==> config.mk <==
export PLATFORM = sky130hd
export DESIGN_NAME = mii_rx_deframer_flat
export DESIGN_NICKNAME = d
export VERILOG_FILES = /design/src/rtl/mii_pkg.sv /design/src/rtl/mii_rx_deframer_if.sv /design/src/rtl/mii_rx_crc32.sv /design/src/rtl/mii_rx_deframer.sv /design/src/flat_wrapper.sv
export SDC_FILE = /design/constraint.sdc
export NUM_CORES = 1
export LEC_CHECK = 0
export CORE_AREA = 2 2 60 62
export CTS_CLUSTER_DIAMETER = 120
export DETAILED_ROUTE_END_ITERATION = 8
export DIE_AREA = 0 0 62 64
export PLACE_DENSITY = 0.77
export SLEW_MARGIN = 20
export SYNTH_ARGS = -nofsm -noshare
export SYNTH_HDL_FRONTEND = slang
export SYNTH_SLANG_ARGS = --single-unit
==> constraint.sdc <==
create_clock -name mii_clk -period 2.7 [get_ports mii_clk]
set_clock_uncertainty 0.2 [all_clocks]
set_input_delay 0.54 -clock mii_clk [delete_from_list [all_inputs] [get_ports mii_clk]]
set_output_delay 0.54 -clock mii_clk [all_outputs]
set_load 0.02 [all_outputs]
==> src/rtl/mii_pkg.sv <==
// Shared definitions for the MII/GMII receive deframer.
// Contents: the receive FSM state enum, the preamble and SFD symbols for
// nibble (MII) and byte (GMII) modes, the CRC-32 polynomial and the residue
// that a good frame leaves behind, and a bit-reflection helper.
package mii_pkg;

    typedef enum logic [1:0] {
        ST_IDLE     = 2'd0,
        ST_PREAMBLE = 2'd1,
        ST_DATA     = 2'd2,
        ST_DROP     = 2'd3
    } mii_state_t;

    localparam logic [3:0] PRE_NIB  = 4'h5;
    localparam logic [3:0] SFD_NIB  = 4'hD;
    localparam logic [7:0] PRE_BYTE = 8'h55;
    localparam logic [7:0] SFD_BYTE = 8'hD5;

    // Normal (MSB-first) form of the polynomial and of the good-frame residue.
    localparam logic [31:0] CRC_POLY    = 32'h04C11DB7;
    localparam logic [31:0] CRC_RESIDUE = 32'hC704DD7B;

    function automatic logic [31:0] reflect32(input logic [31:0] v);
        logic [31:0] r;
        for (int i = 0; i < 32; i++) begin
            r[i] = v[31-i];
        end
        return r;
    endfunction

endpackage

==> src/rtl/mii_rx_deframer_if.sv <==
// Bundle between the PHY receive pins and the deframer's byte stream.
// Handshake: rdy is a one-cycle strobe with no back-pressure; q, and sof on
// the first destination byte, are meaningful only while rdy=1. eof is a
// one-cycle strobe that never coincides with rdy; err and crc_err are
// meaningful only while eof=1. byte_cnt counts bytes of the current frame.
// Modports:
//   master - PHY / stimulus side: drives mii_en, mii_d; observes the rest.
//   slave  - deframer side: samples mii_en, mii_d; drives the byte stream
//            and dbg_state (the live FSM state, for checkers).
interface mii_rx_deframer_if
    import mii_pkg::*;
#(
    parameter int DATA_W = 4
);
    logic              mii_en;
    logic [DATA_W-1:0] mii_d;
    logic              rdy;
    logic [7:0]        q;
    logic              sof;
    logic              eof;
    logic              err;
    logic              crc_err;
    logic [10:0]       byte_cnt;
    mii_state_t        dbg_state;

    modport master (
        output mii_en, mii_d,
        input  rdy, q, sof, eof, err, crc_err, byte_cnt, dbg_state
    );

    modport slave (
        input  mii_en, mii_d,
        output rdy, q, sof, eof, err, crc_err, byte_cnt, dbg_state
    );
endinterface

==> src/rtl/mii_rx_crc32.sv <==
// Byte-wide Ethernet CRC-32 (reflected, LSB-first) accumulator.
// Ports:
//   clk  - clock, rising edge
//   rst  - synchronous active-high reset, presets the register to all ones
//   clr  - synchronous preset to all ones (start of a new frame)
//   en   - fold d into the register this cycle
//   d    - byte to fold in
//   crc  - current register value (no final inversion)
module mii_rx_crc32
    import mii_pkg::*;
(
    input  logic        clk,
    input  logic        rst,
    input  logic        clr,
    input  logic        en,
    input  logic [7:0]  d,
    output logic [31:0] crc
);
    localparam logic [31:0] POLY_REFL = reflect32(CRC_POLY);

    function automatic logic [31:0] next_crc(input logic [31:0] c, input logic [7:0] b);
        logic [31:0] r;
        r = c;
        for (int i = 0; i < 8; i++) begin
            r = (r[0] ^ b[i]) ? ((r >> 1) ^ POLY_REFL) : (r >> 1);
        end
        return r;
    endfunction

    always_ff @(posedge clk) begin
        if (rst || clr) begin
            crc <= '1;
        end else if (en) begin
            crc <= next_crc(crc, d);
        end
    end
endmodule

==> src/rtl/mii_rx_deframer.sv <==
// MII / GMII receive deframer: strips preamble and SFD, assembles bytes,
// counts them, flags runt/oversize/dribble frames and (optionally) checks
// the FCS.
// Parameters: DATA_W (4 = MII nibbles, 8 = GMII bytes), MAX_BYTES,
//             MIN_BYTES (frame size from first destination byte to last
//             FCS byte).
// Ports:
//   mii_clk - sole clock, rising edge
//   reset   - synchronous active-high reset
//   bus     - mii_rx_deframer_if.slave: mii_en/mii_d in; rdy, q, sof, eof,
//             err, crc_err, byte_cnt, dbg_state out
// Build option: define MII_RX_CRC_EN to instantiate the FCS checker;
// without it crc_err is constant 0.
module mii_rx_deframer
    import mii_pkg::*;
#(
    parameter int DATA_W    = 4,
    parameter int MAX_BYTES = 1522,
    parameter int MIN_BYTES = 64
)(
    input logic              mii_clk,
    input logic              reset,
    mii_rx_deframer_if.slave bus
);
    localparam logic [DATA_W-1:0] PRE_VAL = (DATA_W == 4) ? DATA_W'(PRE_NIB) : DATA_W'(PRE_BYTE);
    localparam logic [DATA_W-1:0] SFD_VAL = (DATA_W == 4) ? DATA_W'(SFD_NIB) : DATA_W'(SFD_BYTE);
    localparam logic [10:0] MAX_CNT = 11'(MAX_BYTES);
    localparam logic [10:0] MIN_CNT = 11'(MIN_BYTES);
    localparam logic [10:0] CNT_SAT = '1;

    mii_state_t  state;
    logic        rdy_r, sof_r, eof_r, err_r, crc_err_r;
    logic [7:0]  q_r;
    logic [10:0] byte_cnt_r;
    logic [3:0]  nib_lo;         // first (low) nibble of the byte in flight
    logic        nib_odd;        // a low nibble is held, waiting for its pair
    logic        first_pending;  // next delivered byte is the first of the frame
    logic        from_data;      // DROP was entered by overflow, so eof is owed
    logic        post_rst;       // first cycle after reset: a busy line is mid-frame
    logic [7:0]  byte_in;
    logic        overflow;
    logic        crc_bad;

    if (DATA_W == 4) begin : g_nib
        assign byte_in = {bus.mii_d[3:0], nib_lo};
    end else if (DATA_W == 8) begin : g_byte
        assign byte_in = bus.mii_d[7:0];
    end else begin : g_bad_width
        $error("mii_rx_deframer: DATA_W must be 4 or 8");
        assign byte_in = '0;
    end

    // A completed byte that would push the count beyond MAX_BYTES.
    assign overflow = !first_pending && (byte_cnt_r >= MAX_CNT);

`ifdef MII_RX_CRC_EN
    logic        crc_clr, crc_en;
    logic [31:0] crc_val;
    assign crc_clr = (state == ST_PREAMBLE) && bus.mii_en && (bus.mii_d == SFD_VAL);
    assign crc_en  = (state == ST_DATA) && bus.mii_en && (DATA_W == 8 || nib_odd) && !overflow;
    mii_rx_crc32 u_crc (
        .clk (mii_clk),
        .rst (reset),
        .clr (crc_clr),
        .en  (crc_en),
        .d   (byte_in),
        .crc (crc_val)
    );
    // The register is kept LSB-first; the residue constant is MSB-first.
    assign crc_bad = (reflect32(crc_val) != CRC_RESIDUE);
`else
    assign crc_bad = 1'b0;
`endif

    always_ff @(posedge mii_clk) begin
        if (reset) begin
            state         <= ST_IDLE;
            rdy_r         <= 1'b0;
            sof_r         <= 1'b0;
            eof_r         <= 1'b0;
            err_r         <= 1'b0;
            crc_err_r     <= 1'b0;
            q_r           <= 8'h00;
            byte_cnt_r    <= '0;
            nib_lo        <= '0;
            nib_odd       <= 1'b0;
            first_pending <= 1'b0;
            from_data     <= 1'b0;
            post_rst      <= 1'b1;
        end else begin
            rdy_r     <= 1'b0;
            sof_r     <= 1'b0;
            eof_r     <= 1'b0;
            err_r     <= 1'b0;
            crc_err_r <= 1'b0;
            post_rst  <= 1'b0;
            case (state)
                ST_IDLE: begin
                    from_data <= 1'b0;
                    if (bus.mii_en) begin
                        state <= (!post_rst && bus.mii_d == PRE_VAL) ? ST_PREAMBLE : ST_DROP;
                    end
                end
                ST_PREAMBLE: begin
                    if (!bus.mii_en) begin
                        state <= ST_IDLE;
                    end else if (bus.mii_d == SFD_VAL) begin
                        state         <= ST_DATA;
                        first_pending <= 1'b1;
                        nib_odd       <= 1'b0;
                    end else if (bus.mii_d != PRE_VAL) begin
                        state <= ST_DROP;
                    end
                end
                ST_DATA: begin
                    if (!bus.mii_en) begin
                        state     <= ST_IDLE;
                        eof_r     <= 1'b1;
                        err_r     <= nib_odd || first_pending || (byte_cnt_r < MIN_CNT);
                        crc_err_r <= crc_bad;
                    end else if (DATA_W == 4 && !nib_odd) begin
                        nib_lo  <= bus.mii_d[3:0];
                        nib_odd <= 1'b1;
                    end else begin
                        nib_odd <= 1'b0;
                        if (overflow) begin
                            state     <= ST_DROP;
                            from_data <= 1'b1;
                        end else begin
                            rdy_r         <= 1'b1;
                            q_r           <= byte_in;
                            sof_r         <= first_pending;
                            first_pending <= 1'b0;
                            if (first_pending) begin
                                byte_cnt_r <= 11'd1;
                            end else if (byte_cnt_r != CNT_SAT) begin
                                byte_cnt_r <= byte_cnt_r + 11'd1;
                            end
                        end
                    end
                end
                ST_DROP: begin
                    if (!bus.mii_en) begin
                        state <= ST_IDLE;
                        if (from_data) begin
                            eof_r <= 1'b1;
                            err_r <= 1'b1;
                        end
                    end
                end
                default: state <= ST_IDLE;
            endcase
        end
    end

    assign bus.rdy       = rdy_r;
    assign bus.q         = q_r;
    assign bus.sof       = sof_r;
    assign bus.eof       = eof_r;
    assign bus.err       = err_r;
    assign bus.crc_err   = crc_err_r;
    assign bus.byte_cnt  = byte_cnt_r;
    assign bus.dbg_state = state;
endmodule

==> src/flat_wrapper.sv <==
// flat-port wrapper written by rule: the top's interface ports become plain ports
module mii_rx_deframer_flat import mii_pkg::*;
#(
    parameter int DATA_W    = 4,
    parameter int MAX_BYTES = 1522,
    parameter int MIN_BYTES = 64
)
  (mii_clk, reset, bus_mii_en, bus_mii_d, bus_rdy, bus_q, bus_sof, bus_eof, bus_err, bus_crc_err, bus_byte_cnt, bus_dbg_state);
  mii_rx_deframer_if #(.DATA_W(DATA_W)) bus_i ();
  input logic mii_clk;
  input logic reset;
  input wire logic [$bits(bus_i.mii_en)-1:0] bus_mii_en;
  input wire logic [$bits(bus_i.mii_d)-1:0] bus_mii_d;
  output wire logic [$bits(bus_i.rdy)-1:0] bus_rdy;
  output wire logic [$bits(bus_i.q)-1:0] bus_q;
  output wire logic [$bits(bus_i.sof)-1:0] bus_sof;
  output wire logic [$bits(bus_i.eof)-1:0] bus_eof;
  output wire logic [$bits(bus_i.err)-1:0] bus_err;
  output wire logic [$bits(bus_i.crc_err)-1:0] bus_crc_err;
  output wire logic [$bits(bus_i.byte_cnt)-1:0] bus_byte_cnt;
  output wire logic [$bits(bus_i.dbg_state)-1:0] bus_dbg_state;
  assign bus_i.mii_en = bus_mii_en;
  assign bus_i.mii_d = bus_mii_d;
  assign bus_rdy = bus_i.rdy;
  assign bus_q = bus_i.q;
  assign bus_sof = bus_i.sof;
  assign bus_eof = bus_i.eof;
  assign bus_err = bus_i.err;
  assign bus_crc_err = bus_i.crc_err;
  assign bus_byte_cnt = bus_i.byte_cnt;
  assign bus_dbg_state = bus_i.dbg_state;
  mii_rx_deframer #(.DATA_W(DATA_W), .MAX_BYTES(MAX_BYTES), .MIN_BYTES(MIN_BYTES)) u_core (.mii_clk(mii_clk), .reset(reset), .bus(bus_i));
endmodule
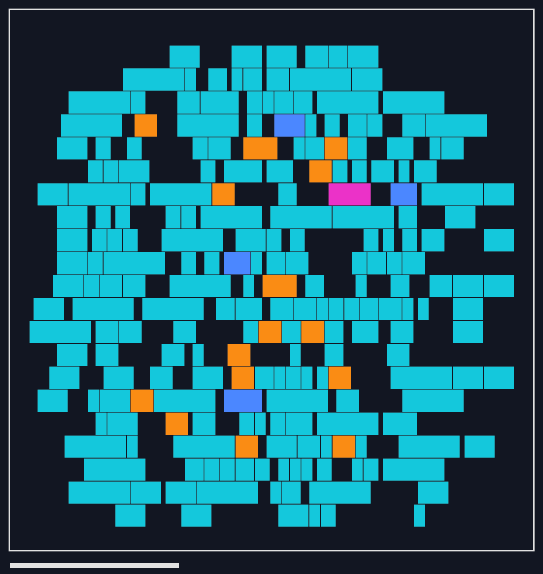
sizes.png
Bar = 20 µm.
orange -> _3 and _4 cells  # cells 15, share 6.7%, most used buf_4
magenta -> _6 and larger  # cells 1, share 0.44%, most used clkbuf_8
blue -> _2 cells  # cells 4, share 1.8%, most used or3b_2
cyan -> _0 and _1 cells  # cells 205, share 91%, most used dfxtp_1

==> impl_metrics.env <==
# source this file to load flow results
export IMPL_grt_pass1_vias=1517
export IMPL_required_ns=2.76
export IMPL_lay_top_count="dfxtp_1"
export IMPL_yosys_area_top_type="dfxtp_1"
export IMPL_area_delta_synth_final_pct=25.7
export IMPL_core_um2=3280
export IMPL_power_leader="sequential cells"
export IMPL_dr_max_layer_used="met4"
export IMPL_syn_nets=202
export IMPL_grt_overflow_total=0
export IMPL_fp_util=0.494
export IMPL_reg2reg_slack_ns=0.34
export IMPL_common_cells="33 x dfxtp_1, 21 x o21ai_0, 14 x a21oi_1, 14 x nand2_1, 13 x nor2_1"
export IMPL_num_rows=21
export IMPL_finalPower_uw=905
export IMPL_dominant_cell_class="multi-input combinational cells"
export IMPL_drt_met1_wl_um=1830
export IMPL_reg2reg_to="u_core.bus.byte_cnt[9]"
export IMPL_cp_top_family="simple AND/OR/NAND/NOR gates"
export IMPL_top_usage_layer="met2"
export IMPL_swShare=0.259
export IMPL_cts_sinks=33
export IMPL_hp_class="flop to flop"
export IMPL_synthCells=193
export IMPL_synth_area_um2=1620
export IMPL_layout_setup_ws_ns=0.344
export IMPL_drive_gt1_frac=0.0889
export IMPL_ys_cells=193
export IMPL_synth_edff_count=0
export IMPL_crit_chain="inv_1, ha_1, or4_4, and4_4, or4b_1, a31oi_1"
export IMPL_finalSetupTns_ns=0
export IMPL_min_to="u_core.bus.q[5]"
export IMPL_pwr_share_seq=0.573
export IMPL_clock_cell_area_share=0.0270
export IMPL_taps=46
export IMPL_async_reset_ff_frac=0
export IMPL_fillCellCount=290
export IMPL_grt_util_met2=0.340
export IMPL_fin_util=0.622
export IMPL_topCellsByArea="dfxtp_1 41%, o21ai_0 6.5%, o211ai_1 5.5%, a21oi_1 4.3%, nand2_1 3.2%"
export IMPL_synth_top_cell_by_count="dfxtp_1"
export IMPL_drc=0
export IMPL_vias_per_cell=5.84
export IMPL_clock_path_buffers=2
export IMPL_run_status="finished, final reports clean"
export IMPL_synth_avg_cell_area_um2=8.41
export IMPL_buf_share=0.181
export IMPL_internal_power_uw=671
export IMPL_r2r_cells=6
export IMPL_mi_logic_area_um2=887
export IMPL_critPathLaunch="u_core.bus.byte_cnt[0]"
export IMPL_ant_nets=0
export IMPL_maxSlewViolCount=0
export IMPL_period_used=0.873
export IMPL_inv_count=3
export IMPL_antennaDiodeCount=0
export IMPL_clk_pin_slew_ns=0.09
export IMPL_drt_wl_total_um=3940
export IMPL_htreeDepth=2
export IMPL_cp_max_fo=22
export IMPL_grt_use_met3=0.0607
export IMPL_wl_met2_um=1850
export IMPL_synth_main_ff_cell="dfxtp_1"
export IMPL_ys_seq_frac=0.407
export IMPL_p_leak_uw=0.000662
export IMPL_synth_top_area_share=0.407
export IMPL_dr_first_iter_drc_count=90
export IMPL_nClkBuffers=7
export IMPL_powerSeq_uw=518
export IMPL_ys_warn_count=0
export IMPL_comb_cell_share=0.434
export IMPL_period_minus_slack_ns=2.36
export IMPL_chipWidth_um=62
export IMPL_critPathMaxStageDelay_ns=0.53
export IMPL_critPathKind="flop to flop"
export IMPL_min_from="u_core.bus.q[5]"
export IMPL_max_freq_ghz=0.424
export IMPL_path_buffers=1
export IMPL_rsz0062_at_grt="no"
export IMPL_buffers=39
export IMPL_gp_congestion=0.874
export IMPL_yosys_area_um2=1620
export IMPL_p_sw_uw=235
export IMPL_hold_depth=2
export IMPL_die_h_um=64
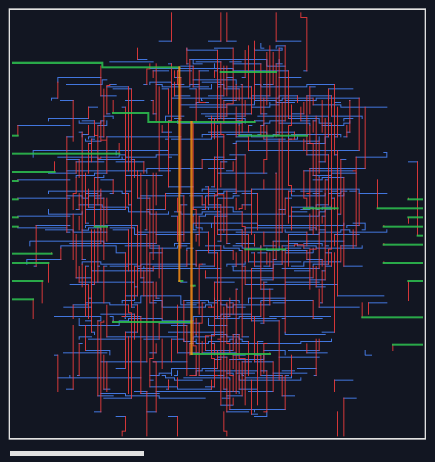
wires.png
Bar = 20 µm.
orange -> metal 4  # wire length 66.6 µm
green -> metal 3  # wire length 191 µm
blue -> metal 1  # wire length 1,830 µm
red -> metal 2  # wire length 1,850 µm

cells by family after synthesis:
family	share of synthesized area
mux	0.0308
flops	0.407
other cells	0.00231
simple gates	0.272
buf+inv	0.0470
fa+ha+maj	0.0154
compound gates	0.226
registers in the layout (all words and copies together) (netlist names):
name	count
u_core.bus.rdy	1
u_core.bus.eof	1
u_core.post_rst	1
u_core.bus.dbg_state	2
u_core.first_pending	1
u_core.bus.sof	1
u_core.bus.err	1
u_core.nib_lo	4
u_core.bus.byte_cnt	11
u_core.from_data	1
u_core.bus.q	8
u_core.nib_odd	1
worst reg2reg max path: cells and delay by family, from the launching register on:
family          cells  cell delay [ns]
fa+ha+maj           1             0.20
simple gates        3             1.23
buf+inv             1             0.09
compound gates      1             0.16
flops               1             0.40
